**Run 1: signal wires by layer**

The bar under the picture is 20 um long.
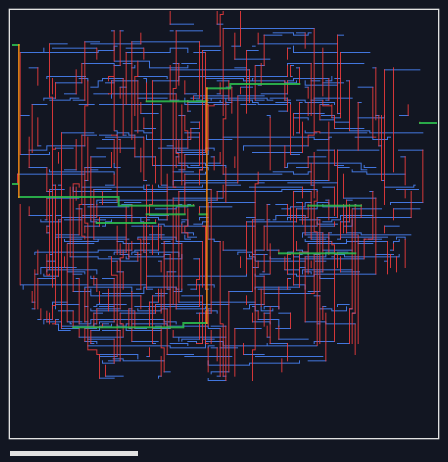
**Run 1: port wiring**

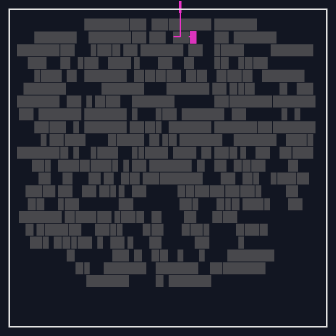
**Run 1: sizing map**

The bar under the picture is 20 um long.
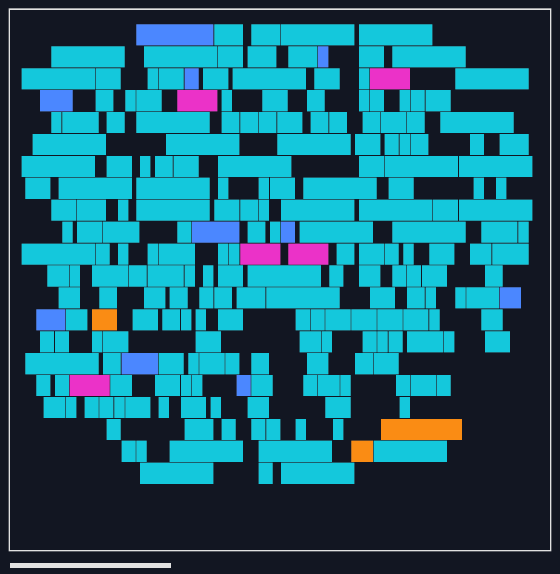
**Run 1: the clock network**

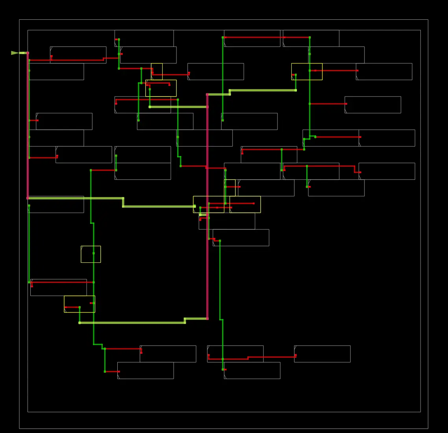
Design osc_ce_gen, sky130hd; sources not shown.
==> run_results.csv, run 1 <==
group,metric,value,unit
detailed_routing,drt-initial-drc-count,155,
setup_path,cp-start-kind,"flip-flop",
grt,use_met1,28.0,%
placed_design,dpl_cell_area,2240,um^2
pwr,pg_seq,757,uW
synthesis,syn_avg_cell_area,9.74,um^2
placed_design,dpl.cell_count,273,
min_path,hold_path_depth,1,
setup_path,required,3.00,ns
grt,use_met3,5.65,%
sta,worstMarginPinSlew,0.730,ns
sta,setup_tns,0,ns
pwr,p_leak,0.000964,uW
cts,post-cts-setup-buffers,0,
finish,area_growth,9.95,%
pwr,power_frac_clock,16.9,%
synthesis,ff_type,"dfrtp_1",
sta,period_used_share,87.8,%
synthesis,ys_warn_count,0,
cts,clkTransAtPathRegs,0.08,ns
finish,utilization,57.7,%
finish,comb_area,1130,um^2
cts,h-tree-depth,2,
pwr,power_combinational,1020,uW
outcome,status,"completed",
finish,comb_share,48.5,%
finish,fin_nets,241,
finish,clkbuf_count,5,
setup_path,crit_path_end_kind,"flip-flop",
finish,antenna_cells,0,
cts,cts.path.max_buffers,2,
sta,slew-limit-headroom,51.2,%
placed_design,place_congestion,0.842,
setup_path,crit_fanout,10,
grt,use_met2,33.3,%
synthesis,synth_cells,217,
floorplan,fp.dieW,67.0,um
synthesis,ys_ff,36,
pwr,p_seq_share,35.4,%
finish,logic_gate_count,160,
sta,rsz0062_at_grt,"no",
synthesis,ys_cells,217,
floorplan,initCoreUtil,52.5,%
finish,largest_class,"logic gates",
setup_path,path_class,"flip-flop to flip-flop",
grt,antenna_found_initial,0,
placed_design,place_ws,0.294,ns
pwr,intPower,1240,uW
finish,drive_gt1_share,7.79,%
synthesis,mux_share,1.01,%
sta,period_needed,2.55,ns
finish,final_cells,281,
synthesis,ys_seq_share,42.7,%
setup_path,critPathArrivalTime,2.65,ns
floorplan,n_tap_cell,50,
synthesis,synthArstFlopShare,100,%
grt,grt_max_degree,37,
finish,clock_cell_area_share,3.77,%
cts,clock_tree.root_cell,"clkbuf_8",
sta,finalSetupViolCount,0,
floorplan,die-area,4490,um^2
pwr,switchingPower,904,uW
finish,largest_reg_flops,16,
pwr,cellPowerDensity,921,nW/um^2
grt,globalRouteOverflowTotal,0,
floorplan,coreArea,4030,um^2
pwr,power_frac_comb,47.7,%
Notes on 'signal wires by layer' above:
met4: shown in orange, wire length 60.5 um. met1: shown in blue, wire length 1980 um. met2: shown in red, wire length 1890 um. met3: shown in green, wire length 116 um.
GRT Total Usage: 21.2%
final WL: 4040 um
WL per Instance: 14.4 um
via count: 1605

Notes on 'port wiring' above:
rst: shown in magenta, bits 1, direction input, edge north, end cells 1, wire 7.20 um.
I/O pin count: 7
# port buffers: 6

Notes on 'sizing map' above:
drive 2: shown in blue, cells 10, share 4.3%, most used clkinv_2. drive 6 and up: shown in magenta, cells 5, share 2.2%, most used clkbuf_8. drive 3 to 4: shown in orange, cells 3, share 1.3%. drive 1 or less: shown in cyan, cells 213, share 92%, most used dfrtp_1.
Signal buffers: 12
post-route cell area: 2320 um^2
fin worst setup slack: 0.355 ns

Notes on 'the clock network' above:
flip-flops: 36
clock sinks: 36

==> run 1: critical path, stage by stage, from the launching register on <==
cell and delay (ns):
dfrtp_1 0.49, inv_1 0.10, ha_1 0.28, nand2b_1 0.20, a2111oi_0 0.53, a211oi_2 0.17, buf_2 0.22, o21a_1 0.18
o31ai_1 0.18
==> run 1: cells in the mapped netlist (all sizes together), types with 4 or more instances <==
cell | number | share of area (%)
nand4 | 4 | 1.2
inv | 15 | 2.7
nor2 | 8 | 1.4
nor3 | 7 | 1.7
clkbuf | 4 | 0.71
nand2b | 4 | 1.2
a21oi | 7 | 1.7
ha | 8 | 4.7
and3 | 4 | 1.2
o21ai | 9 | 2.1
nor2b | 7 | 2.1
nand3 | 8 | 1.9
dfrtp | 35 | 41
nand2 | 21 | 3.7
xnor2 | 16 | 6.6
xor2 | 10 | 4.1
## Run 2: what changed since run 1
CELL_PAD_IN_SITES_DETAIL_PLACEMENT = 0   (was not set)
CELL_PAD_IN_SITES_GLOBAL_PLACEMENT = 1   (was not set)
CORE_UTILIZATION = 48   (was 50)
PLACE_DENSITY = 0.87   (was 0.75)
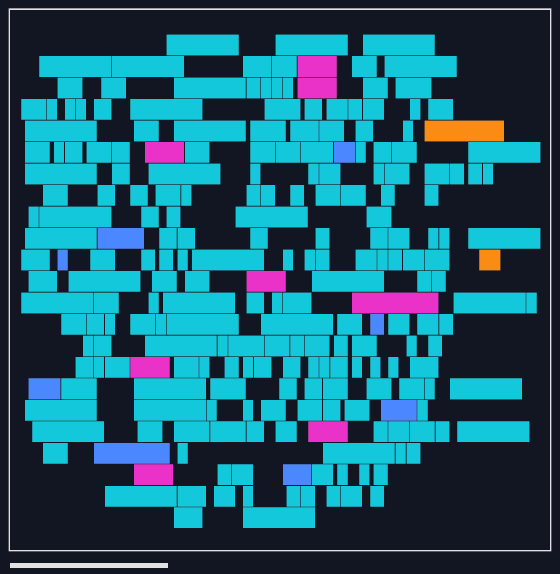
**Above:** run 2 (sizing map).
The bar under the picture is 20 um long.
drive 3 to 4: shown in orange, cells 2, share 0.87%. drive 2: shown in blue, cells 8, share 3.5%. drive 1 or less: shown in cyan, cells 213, share 92%, most used dfrtp_1. drive 6 and up: shown in magenta, cells 8, share 3.5%, most used clkbuf_8.
post-route cell area: 2360 um^2
Synth-to-Final Area Change: 11.8%

==> run_results.csv, run 2 <==
group,metric,value,unit
outcome,status,"completed",
synthesis,synth_cells,217,
floorplan,coreArea,4120,um^2
setup_path,required,3.00,ns
synthesis,synthTopCellsByCount,"dfrtp_1 (35), nand2_1 (21), xnor2_1 (16)",
min_path,hold_path_depth,1,
grt,grt_max_degree,37,
finish,num-nonclk-buffers,12,
finish,clock_cell_area_share,5.35,%
floorplan,initCoreUtil,51.4,%
cts,clkTransAtPathRegs,0.08,ns
sta,period_needed,2.66,ns
synthesis,top_area_cell,"dfrtp_1",
grt,antenna_found_initial,0,
finish,largest_reg_flops,16,
setup_path,crit_fanout,10,
pwr,cellPowerDensity,951,nW/um^2
setup_path,cp_cell_sequence,"inv_1 -> ha_1 -> nand2b_1 -> a2111oi_0 -> a211oi_2 -> buf_2 -> o21a_1 -> o31ai_1",
synthesis,ys_warn_count,0,
cts,clock_sinks,36,
placed_design,place_congestion,0.810,
sta,rsz0062_at_grt,"no",
finish,drive_gt1_share,7.79,%
finish,fin_nets,241,
finish,comb_area,1130,um^2
floorplan,io_pins,7,
setup_path,max_stage_delay,0.67,ns
synthesis,ff_type,"dfrtp_1",
detailed_routing,drt-initial-drc-count,74,
placed_design,numPortBuffers,6,
grt,use_met3,5.00,%
grt,use_met2,30.0,%
synthesis,ys_ff,36,
placed_design,place_ws,0.289,ns
setup_path,path_class,"flip-flop to flip-flop",
synthesis,topCellsByArea,"dfrtp_1 (41%), xnor2_1 (6.6%), ha_1 (4.7%)",
finish,utilization,57.4,%
detailed_routing,vias,1603,
cts,clock_tree.root_cell,"clkbuf_8",
placed_design,dpl.cell_count,273,
finish,largest_class,"logic gates",
sta,slew-limit-headroom,51.1,%
sta,setup_slack,0.241,ns
finish,logic_gate_count,160,
cts,post-cts-setup-buffers,0,
synthesis,ys_seq_share,42.7,%
setup_path,critPathSlowestCell,"a2111oi_0",
finish,final_cells,281,
sta,worstMarginPinSlew,0.733,ns
cts,cts.path.max_buffers,2,
synthesis,ys_cells,217,
sta,period_used_share,91.7,%
cts,h-tree-depth,2,
grt,use_met1,27.3,%
sta,finalSetupViolCount,0,
finish,design.seq.count,36,
detailed_routing,post_drt_wl_per_cell,13.8,um
pwr,p_leak,0.000981,uW
placed_design,dpl_cell_area,2240,um^2
grt,grt_usage,20.1,%
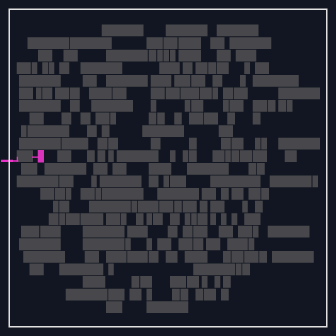
**Above:** run 2 (port wiring).
rst: shown in magenta, bits 1, direction input, edge west, end cells 1, wire 3.40 um.

run 2: cell types whose count changed in the layout (fill, tap and decap cells not counted):
| cell | change |
|---|---|
| bufinv_16 | +1 |
| clkbuf_8 | +2 |
| clkinv_2 | -2 |
| clkinv_4 | -1 |
run 2: power breakdown:
part	total [uW]	switching, uW	leakage, uW	internal [uW]
clock	489	186	0.0000645	303
sequential	753	127	0.000440	626
combinational	1000	564	0.000476	440
total	2250	877	0.000981	1370
run 2: worst max-delay path: cells and delay by family, from the launching register on:
| family | cells | cell delay (ns) |
|---|---|---|
| AND-OR/OR-AND | 4 | 1.21 |
| flip-flops | 1 | 0.47 |
| buffers and inverters | 2 | 0.32 |
| adder cells (fa/ha/maj) | 1 | 0.27 |
| AND/OR/NAND/NOR | 1 | 0.20 |
Power figures rest on the tool's default switching activity, not on a simulated workload.
